**src/rtl/pong_engine.sv**
```systemverilog
// rtl/pong_engine.sv - Pong game engine: frame timer, ball physics, paddles, scoring FSM.
// All game state advances only on the frame_tick cycle.
module pong_engine #(
   parameter int FIELD_W      = 160,
   parameter int FIELD_H      = 120,
   parameter int X_W          = 8,
   parameter int Y_W          = 7,
   parameter int PADDLE_H     = 16,
   parameter int PADDLE_STEP  = 2,
   parameter int TICK_DIV     = 416667,
   parameter int SCORE_W      = 4,
   parameter int WIN_SCORE    = 9,
   parameter int SERVE_FRAMES = 60,
   parameter int MAX_SPEED    = 3
) (
   input  logic               clk,
   input  logic               rst_n,
   input  logic [7:0]         user_in,
   input  logic               mode,
   output logic [X_W-1:0]     x_ball,
   output logic [Y_W-1:0]     y_ball,
   output logic [Y_W-1:0]     y_left,
   output logic [Y_W-1:0]     y_right,
   output logic [SCORE_W-1:0] left_score,
   output logic [SCORE_W-1:0] right_score,
   output logic               game_over,
   output logic               frame_tick,
   output logic [2:0]         state
);

   typedef enum logic [2:0] {
      S_IDLE  = 3'd0,
      S_SERVE = 3'd1,
      S_PLAY  = 3'd2,
      S_POINT = 3'd3,
      S_OVER  = 3'd4
   } state_t;

   localparam int TCW   = (TICK_DIV > 1) ? $clog2(TICK_DIV) : 1;
   localparam int SC_W  = (SERVE_FRAMES > 1) ? $clog2(SERVE_FRAMES) : 1;
   localparam int SPD_W = $clog2(MAX_SPEED + 1);

   localparam logic [X_W-1:0] X_MID = X_W'(FIELD_W / 2);
   localparam logic [Y_W-1:0] Y_MID = Y_W'(FIELD_H / 2);
   localparam logic [Y_W-1:0] P_MID = Y_W'((FIELD_H - PADDLE_H) / 2);

   localparam logic signed [X_W:0]   SX_ZERO = '0;
   localparam logic signed [X_W:0]   SX_LPAD = (X_W+1)'(3);
   localparam logic signed [X_W:0]   SX_RPAD = (X_W+1)'(FIELD_W - 4);
   localparam logic signed [X_W:0]   SX_MAX  = (X_W+1)'(FIELD_W - 1);
   localparam logic signed [Y_W:0]   SY_ZERO = '0;
   localparam logic signed [Y_W:0]   SY_MAX  = (Y_W+1)'(FIELD_H - 1);
   localparam logic signed [Y_W:0]   SP_MAX  = (Y_W+1)'(FIELD_H - PADDLE_H);
   localparam logic signed [Y_W:0]   SP_STEP = (Y_W+1)'(PADDLE_STEP);
   localparam logic signed [Y_W+1:0] SD_STEP = (Y_W+2)'(PADDLE_STEP);
   localparam logic signed [Y_W+1:0] SD_HALF = (Y_W+2)'(PADDLE_H / 2);
   localparam logic [Y_W:0]          PAD_SPAN = (Y_W+1)'(PADDLE_H - 1);

   state_t             state_q, state_n;
   logic [TCW-1:0]     frame_cnt;
   logic [X_W-1:0]     x_q, x_n;
   logic [Y_W-1:0]     y_q, y_n;
   logic               vx_right_q, vx_right_n;
   logic               vy_down_q, vy_down_n;
   logic [SPD_W-1:0]   speed_q, speed_n;
   logic [Y_W-1:0]     yl_q, yl_n;
   logic [Y_W-1:0]     yr_q, yr_n;
   logic [SCORE_W-1:0] ls_q, ls_n;
   logic [SCORE_W-1:0] rs_q, rs_n;
   logic               mode_q, mode_n;
   logic [SC_W-1:0]    serve_q, serve_n;

   logic signed [X_W:0]   nx;
   logic signed [Y_W:0]   ny;
   logic signed [Y_W+1:0] ai_diff;
   logic                  in_left, in_right, go_serve;
   logic                  unused_in;

   assign unused_in = &{1'b0, user_in[7:5]};

   function automatic logic [Y_W-1:0] move_paddle(input logic [Y_W-1:0] p,
                                                  input logic up, input logic dn);
      logic signed [Y_W:0] t;
      t = $signed({1'b0, p});
      if (up && !dn)
         t = t - SP_STEP;
      else if (dn && !up)
         t = t + SP_STEP;
      if (t < SY_ZERO)
         t = SY_ZERO;
      else if (t > SP_MAX)
         t = SP_MAX;
      return t[Y_W-1:0];
   endfunction

   function automatic logic [SPD_W-1:0] speed_up(input logic [SPD_W-1:0] s);
      return (s < SPD_W'(MAX_SPEED)) ? s + 1'b1 : s;
   endfunction

   assign frame_tick = (frame_cnt == TCW'(TICK_DIV - 1));

   always_ff @(posedge clk or negedge rst_n) begin
      if (!rst_n)
         frame_cnt <= '0;
      else if (frame_tick)
         frame_cnt <= '0;
      else
         frame_cnt <= frame_cnt + 1'b1;
   end

   // Next position is computed one signed bit wider so walls and goal lines clamp instead of wrapping.
   always_comb begin
      nx = vx_right_q ? $signed({1'b0, x_q}) + $signed((X_W+1)'(speed_q))
                      : $signed({1'b0, x_q}) - $signed((X_W+1)'(speed_q));
      ny = vy_down_q  ? $signed({1'b0, y_q}) + $signed((Y_W+1)'(speed_q))
                      : $signed({1'b0, y_q}) - $signed((Y_W+1)'(speed_q));
      in_left  = ({1'b0, y_q} >= {1'b0, yl_q}) && ({1'b0, y_q} <= {1'b0, yl_q} + PAD_SPAN);
      in_right = ({1'b0, y_q} >= {1'b0, yr_q}) && ({1'b0, y_q} <= {1'b0, yr_q} + PAD_SPAN);
      ai_diff  = $signed({2'b00, y_q}) - ($signed({2'b00, yr_q}) + SD_HALF);
   end

   always_comb begin
      state_n    = state_q;
      x_n        = x_q;
      y_n        = y_q;
      vx_right_n = vx_right_q;
      vy_down_n  = vy_down_q;
      speed_n    = speed_q;
      yl_n       = yl_q;
      yr_n       = yr_q;
      ls_n       = ls_q;
      rs_n       = rs_q;
      mode_n     = mode_q;
      serve_n    = serve_q;
      go_serve   = 1'b0;

      if (state_q == S_SERVE || state_q == S_PLAY || state_q == S_POINT) begin
         yl_n = move_paddle(yl_q, user_in[0], user_in[1]);
         if (mode_q)
            yr_n = move_paddle(yr_q, user_in[2], user_in[3]);
         else if (state_q != S_POINT && vx_right_q)
            yr_n = move_paddle(yr_q, ai_diff <= -SD_STEP, ai_diff >= SD_STEP);
      end

      case (state_q)
         S_IDLE: begin
            if (user_in[4]) begin
               mode_n   = mode;
               go_serve = 1'b1;
            end
         end
         S_SERVE: begin
            if (serve_q == SC_W'(SERVE_FRAMES - 1)) begin
               state_n = S_PLAY;
               serve_n = '0;
            end else begin
               serve_n = serve_q + 1'b1;
            end
         end
         S_PLAY: begin
            if (ny <= SY_ZERO) begin
               y_n       = '0;
               vy_down_n = 1'b1;
            end else if (ny >= SY_MAX) begin
               y_n       = SY_MAX[Y_W-1:0];
               vy_down_n = 1'b0;
            end else begin
               y_n = ny[Y_W-1:0];
            end
            if (!vx_right_q && nx <= SX_LPAD && in_left) begin
               x_n        = SX_LPAD[X_W-1:0];
               vx_right_n = 1'b1;
               speed_n    = speed_up(speed_q);
            end else if (vx_right_q && nx >= SX_RPAD && in_right) begin
               x_n        = SX_RPAD[X_W-1:0];
               vx_right_n = 1'b0;
               speed_n    = speed_up(speed_q);
            end else if (nx <= SX_ZERO) begin
               // Next serve heads toward the player who just lost the point.
               x_n        = '0;
               vx_right_n = 1'b0;
               rs_n       = (rs_q == SCORE_W'(WIN_SCORE)) ? rs_q : rs_q + 1'b1;
               state_n    = S_POINT;
            end else if (nx >= SX_MAX) begin
               x_n        = SX_MAX[X_W-1:0];
               vx_right_n = 1'b1;
               ls_n       = (ls_q == SCORE_W'(WIN_SCORE)) ? ls_q : ls_q + 1'b1;
               state_n    = S_POINT;
            end else begin
               x_n = nx[X_W-1:0];
            end
         end
         S_POINT: begin
            if (ls_q == SCORE_W'(WIN_SCORE) || rs_q == SCORE_W'(WIN_SCORE))
               state_n = S_OVER;
            else
               go_serve = 1'b1;
         end
         S_OVER: begin
            if (user_in[4]) begin
               ls_n       = '0;
               rs_n       = '0;
               vx_right_n = 1'b0;
               go_serve   = 1'b1;
            end
         end
         default: state_n = S_IDLE;
      endcase

      if (go_serve) begin
         state_n = S_SERVE;
         x_n     = X_MID;
         y_n     = Y_MID;
         speed_n = SPD_W'(1);
         serve_n = '0;
      end
   end

   always_ff @(posedge clk or negedge rst_n) begin
      if (!rst_n) begin
         state_q    <= S_IDLE;
         x_q        <= X_MID;
         y_q        <= Y_MID;
         vx_right_q <= 1'b0;
         vy_down_q  <= 1'b1;
         speed_q    <= SPD_W'(1);
         yl_q       <= P_MID;
         yr_q       <= P_MID;
         ls_q       <= '0;
         rs_q       <= '0;
         mode_q     <= 1'b0;
         serve_q    <= '0;
      end else if (frame_tick) begin
         state_q    <= state_n;
         x_q        <= x_n;
         y_q        <= y_n;
         vx_right_q <= vx_right_n;
         vy_down_q  <= vy_down_n;
         speed_q    <= speed_n;
         yl_q       <= yl_n;
         yr_q       <= yr_n;
         ls_q       <= ls_n;
         rs_q       <= rs_n;
         mode_q     <= mode_n;
         serve_q    <= serve_n;
      end
   end

   assign x_ball      = x_q;
   assign y_ball      = y_q;
   assign y_left      = yl_q;
   assign y_right     = yr_q;
   assign left_score  = ls_q;
   assign right_score = rs_q;
   assign game_over   = (state_q == S_OVER);
   assign state       = state_q;

endmodule
```
**config.mk**
```make
export PLATFORM = sky130hd
export DESIGN_NAME = pong_engine
export DESIGN_NICKNAME = d
export VERILOG_FILES = /design/src/rtl/pong_engine.sv
export SDC_FILE = /design/constraint.sdc
export NUM_CORES = 1
export LEC_CHECK = 0
export CAP_MARGIN = 10
export CELL_PAD_IN_SITES_DETAIL_PLACEMENT = 2
export CELL_PAD_IN_SITES_GLOBAL_PLACEMENT = 2
export CORE_MARGIN = 4
export CORE_UTILIZATION = 36
export DETAILED_ROUTE_END_ITERATION = 10
export GPL_TIMING_DRIVEN = 0
export PLACE_DENSITY_LB_ADDON = 0.1
export SYNTH_ARGS = -nofsm -noshare
export SYNTH_HDL_FRONTEND = slang
export SYNTH_SLANG_ARGS = --single-unit
```
**constraint.sdc**
```tcl
create_clock -name clk -period 5.2 [get_ports clk]
set_input_delay 0.78 -clock clk [delete_from_list [all_inputs] [get_ports clk]]
set_output_delay 0.78 -clock clk [all_outputs]
set_load 0.005 [all_outputs]
```
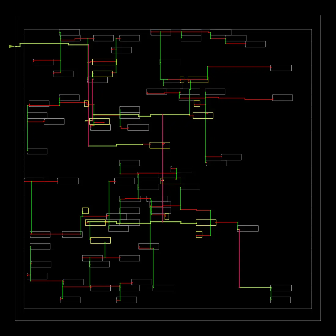
(images/clock_nets.png)
clock buffers: 9
clk_lat worst skew: 340 ps

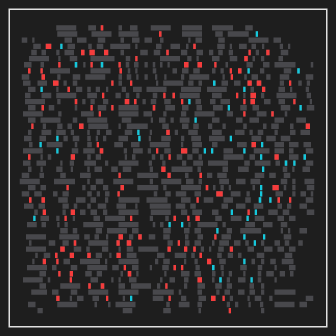
(images/gates.png)
[nand cells] red | cells: 125 | most used: nand2_1 | where: spread over the die
[inv cells] cyan | cells: 47 | most used: inv_1
Finished Layout Cells: 1,030
Comb area share: 57.5%

==> results.yml <==
# synthesis and place-and-route metrics
power:
  p_comb_share_pct: 3.4
  p_per_area_nw_per_um2: 163
  pg_seq_mw: 0.530
  finalPower_mw: 1.19
  powerComb_mw: 0.0402
routing:
  highest_layer: "met4"
  ant_nets: 0
  route.vias.total: 5757
  wl_um: 20100
  first_pass_iters: 4
  remaining_drc_errors: 0
synthesis:
  flop_cell: "dfrtp_1"
  syn_area_um2: 6260
  synth_xor_xnor_area_share_pct: 7.28
  ys_types: 87
  async_flop_share_pct: 100
  enable_flop_cells: 0
  ys_sh_aoi_pct: 20.2
  netlist.area_leader.share_pct: 21.6
  syn_avg_cell_area_um2: 8.39
grt:
  grt-busiest-layer: "met2"
  grt_pass1_vias: 6398
  use_met1_pct: 27.2
clock_tree:
  post_cts_buffers: 0
  clkTransAtPathRegs_ps: 60
  cts_tree: "done"
  htreeDepth: 3
setup_path:
  timing.critical_path.to: "speed_q[1]"
  path_buffers: 1
  cp_num_cells: 14
final_timing:
  period_needed_ps: 4680
  holdWs_ps: 383
finish:
  final_nets: 884
  buffer_area_share_pct: 8.75
  final.fill_count: 1941
  largest_reg_flops: 19
  inv_count: 47
  comb_area_um2: 4200
placement:
  io_buffers: 46
floorplanning:
  fp_util_pct: 37.2
status:
  status: "finished clean"
Power is estimated from default activity; no workload was simulated.
